`src/rtl/regfile_scan_reader.sv`:
```
// Scans a run of register-file entries through a combinational read port and
// presents each captured value as a valid/ready beat tagged with its index.
module regfile_scan_reader (
  input  logic        clk,
  input  logic        rst,
  input  logic        start,
  input  logic [4:0]  start_idx,
  input  logic [5:0]  count,
  input  logic        abort,
  output logic [4:0]  rd_addr,
  input  logic [31:0] rd_data,
  output logic [31:0] out_data,
  output logic [4:0]  out_idx,
  output logic        out_valid,
  input  logic        out_ready,
  output logic        busy,
  output logic        done
);

  typedef enum logic [1:0] {IDLE, FETCH, HOLD, DONE} state_t;

  state_t      state_q, state_d;
  logic [4:0]  cur_idx_q, cur_idx_d;
  logic [5:0]  remaining_q, remaining_d;
  logic [31:0] out_data_q, out_data_d;
  logic [4:0]  out_idx_q, out_idx_d;
  logic        out_valid_q, out_valid_d;
  logic        busy_q, busy_d;
  logic        done_q, done_d;

  function automatic logic [5:0] clamp_count(input logic [5:0] c);
    return (c > 6'd32) ? 6'd32 : c;
  endfunction

  always_comb begin
    state_d     = state_q;
    cur_idx_d   = cur_idx_q;
    remaining_d = remaining_q;
    out_data_d  = out_data_q;
    out_idx_d   = out_idx_q;
    out_valid_d = out_valid_q;
    case (state_q)
      IDLE: begin
        if (start) begin
          cur_idx_d   = start_idx;
          remaining_d = clamp_count(count);
          state_d     = (count == 6'd0) ? DONE : FETCH;
        end
      end
      FETCH: begin
        if (abort) begin
          state_d     = IDLE;
          out_valid_d = 1'b0;
        end else begin
          out_data_d  = rd_data;
          out_idx_d   = cur_idx_q;
          out_valid_d = 1'b1;
          state_d     = HOLD;
        end
      end
      HOLD: begin
        // abort takes priority over a same-cycle handshake
        if (abort) begin
          state_d     = IDLE;
          out_valid_d = 1'b0;
        end else if (out_ready) begin
          out_valid_d = 1'b0;
          remaining_d = remaining_q - 6'd1;
          if (remaining_q == 6'd1) begin
            state_d = DONE;
          end else begin
            cur_idx_d = cur_idx_q + 5'd1;
            state_d   = FETCH;
          end
        end
      end
      DONE: begin
        state_d     = IDLE;
        out_valid_d = 1'b0;
      end
      default: state_d = IDLE;
    endcase
    // status flags are registered from the next state so they never glitch
    busy_d = (state_d != IDLE);
    done_d = (state_q != DONE) && (state_d == DONE);
  end

  always_ff @(posedge clk or posedge rst) begin
    if (rst) begin
      state_q     <= IDLE;
      cur_idx_q   <= 5'd0;
      remaining_q <= 6'd0;
      out_data_q  <= 32'd0;
      out_idx_q   <= 5'd0;
      out_valid_q <= 1'b0;
      busy_q      <= 1'b0;
      done_q      <= 1'b0;
    end else begin
      state_q     <= state_d;
      cur_idx_q   <= cur_idx_d;
      remaining_q <= remaining_d;
      out_data_q  <= out_data_d;
      out_idx_q   <= out_idx_d;
      out_valid_q <= out_valid_d;
      busy_q      <= busy_d;
      done_q      <= done_d;
    end
  end

  assign rd_addr   = cur_idx_q;
  assign out_data  = out_data_q;
  assign out_idx   = out_idx_q;
  assign out_valid = out_valid_q;
  assign busy      = busy_q;
  assign done      = done_q;

endmodule

```
`config.mk`:
```
export PLATFORM = sky130hd
export DESIGN_NAME = regfile_scan_reader
export DESIGN_NICKNAME = d
export VERILOG_FILES = /design/src/rtl/regfile_scan_reader.sv
export SDC_FILE = /design/constraint.sdc
export NUM_CORES = 1
export LEC_CHECK = 0
export ABC_AREA = 1
export CAP_MARGIN = 25
export CORE_MARGIN = 4
export CORE_UTILIZATION = 40
export DETAILED_ROUTE_END_ITERATION = 6
export PLACE_DENSITY = 0.75
export SLEW_MARGIN = 20
export SYNTH_ARGS = -nofsm -noshare
export SYNTH_HDL_FRONTEND = slang
export SYNTH_SLANG_ARGS = --single-unit
```
`constraint.sdc`:
```
create_clock -name clk -period 4.95 [get_ports clk]
set_clock_uncertainty 0.05 [all_clocks]
set_input_delay 0.99 -clock clk [delete_from_list [all_inputs] [get_ports clk]]
set_output_delay 0.99 -clock clk [all_outputs]
set_load 0.02 [all_outputs]
```
==> out/summary.txt <==
Status: completed
Port Buf Inserts: 92
Cell area leaders: dfrtp_1 57%, mux2_2 15%, nand2_1 6.8%
CP startpoint: abort
FF-to-FF path depth: 3
Cell Type Count: 25
Min Hold Slack: 0.435 ns
Final Cycle Share: 0.560
Area reported by Yosys stat: 2330 µm²
#FFs+latches synth: 53
GR Util met3: 0.0432
Peak supply drop: 265 µV
Hold_sp: remaining_q[4]$_DFFE_PP0P_
Setup CP Type: input port to register
WHS Endpoint: remaining_q[4]$_DFFE_PP0P_
Largest net degree at the start of global routing: 42
Main logic family: multiplexers
Routing usage on met1: 0.206
Syn Area/Cell: 10.8 µm²
Final Power: 1.80 mW
Post-Synth AOI/OAI Area: 0.0575
Clk root buf: clkbuf_8
Post-route setup TNS: 0 ns
H-tree depth: 2
Count leader, synth: dfrtp_1
Critical path depth in cells: 4
Max clock buf depth: 2
Hold path cells: 2
Worst path buffer plus inverter count: 2
PwrDens: 523 nW/µm²
Setup ws final: 2.18 ns
Worst setup EP type: register
Most used routing layer: met2
Max_slew headroom: 0.377
Most used DFF post-synth: dfrtp_1
Initial antenna violation count: 0
Startpoint Class: input port
Fillers: 485
Layout area overhead: 48.0%
DRC violations left: 0
Die area: 7110 µm²
Post-DP HPWL: 4.07 mm
Mux frac, synth: 0.169
CP max-delay cell: nand3_2
Ratio of cells with drive above 1 in the final layout: 0.151
Mapped Nets: 267
Setup WS pre-CTS: 1.83 ns
Slew Viols, Final: 0
Max Clk Rate: 360 MHz
Antenna fix cells: 0
Tool warnings: 27
Post_cts resized: 0
Gate power share: 0.447
Placed Cells: 375
Syn Inst Count: 216
Antenna Violating Nets Remaining: 0
Initial DRC count: 35
Top cell type's share of synthesized area: 0.570
GRT Residual Overflow: 0
Placeable Area: 5570 µm²
Total track usage: 0.155
Clk sink count: 53
Die outline height: 84.3 µm
Hold crit path type: register to register
Vias per cell: 4.86
Async set or reset register ratio after synthesis: 1.00
FF-to-FF setup slack: 2.89 ns
DR pass1 iterations: 4
Basic Gates by Area: 0.137
Met2 Resource Use GR: 0.250
Layout Nets: 361
Yosys cell count: 216
Warnings from Yosys: 0
Post-synth top area cell: dfrtp_1
Post-Synth Adder-Cell Area: 0.0161
Power share of the sequential group: 0.388
Max-Cap Viols: 0
XOR Share, Synth: 0
Largest stage delay, worst path: 0.73 ns
Critical path cell sequence: clkdlybuf4s50_1 > inv_1 > nand3_2 > mux2_1
Int Pwr: 1.18 mW
Clock power frac: 0.165
Later-pin clock latency in the skew report: 0.30 ns
Crit path max fanout: 41
Clock input transition at the sequential cells of the worst setup and hold paths: 0.09 ns
Final Hold Vio Count: 0
LEAKAGE: 1.54 nW
Top Family by Delay on Critical Path: simple AND/OR/NAND/NOR gates
-- sequential cells by signal (all words and copies together), names as in the netlist --
signal / flops
busy: 1
state_q: 2
out_idx: 5
out_valid: 1
out_data: 32
done: 1
rd_addr: 5
remaining_q: 6
-- power by group through the flow --
stage	Combinational, mW	Clock (mW)	Sequential (mW)
6_report	0.806	0.298	0.698
4_1_cts	0.818	0.311	0.700
5_1_grt	0.869	0.324	0.721
3_3_place_gp	0.798	0	0.699
3_5_place_dp	0.816	0	0.707
2_1_floorplan	0.246	0	0.875
-- cell usage in the layout (no fill, tap or decap), drive strengths merged --
cell / count
clkdlybuf4s50: 92
dfrtp: 53
nand2: 44
mux2: 34
inv: 22
o21ai: 18
nand3: 11
nor2: 10
clkbuf: 7
ha: 3
nand4: 2
o22ai: 2
nand3b: 2
nor3: 2
a21oi: 2
a31oi: 1
a22oi: 1
o31ai: 1
mux2i: 1
or2: 1
bufinv: 1
buf: 1
-- worst reg2reg max path: stages, from the launching register on --
cell and delay [ns]:
dfrtp_1 0.43, inv_2 0.11, nand3_2 0.71, mux2_1 0.65
-- cell families after synthesis --
logic type / count (synthesis)
flops: 53
buf+inv: 28
mux: 35
simple gates: 72
fa+ha+maj: 3
compound gates: 25
-- layer usage --
layer	up-vias	share of wire
met1	873	0.47
met2	83	0.45
li1	905	-
met3	2	0.076
met5	-	0
met4	0	0.0043
-- layout make-up --
type                       instances  area [µm²]  area share
clock buffer                       7        86.3      0.0250
clock inverter                     1        30.0     0.00871
inverter                          22        82.6      0.0240
multi-input combinational        135         883       0.256
sequential                        53        1330       0.385
tap                               72        90.1      0.0261
timing repair buffer              93         948       0.275
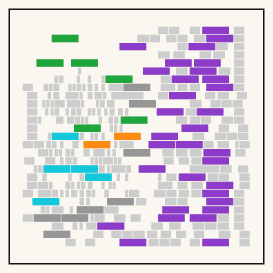
ff_map.png
(3 px per µm)
[rd_addr] cyan | flops: 5
[state_q] orange | flops: 2
[remaining_q] green | flops: 6
[out_data] purple | flops: 32
not coloured: 8

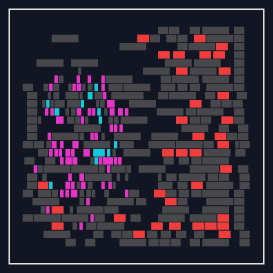
gates.png
(3 px per µm)
[nor cells] cyan | cells: 12
[mux cells] red | cells: 35
[nand cells] magenta | cells: 59

Power and IR drop assume default switching activity.
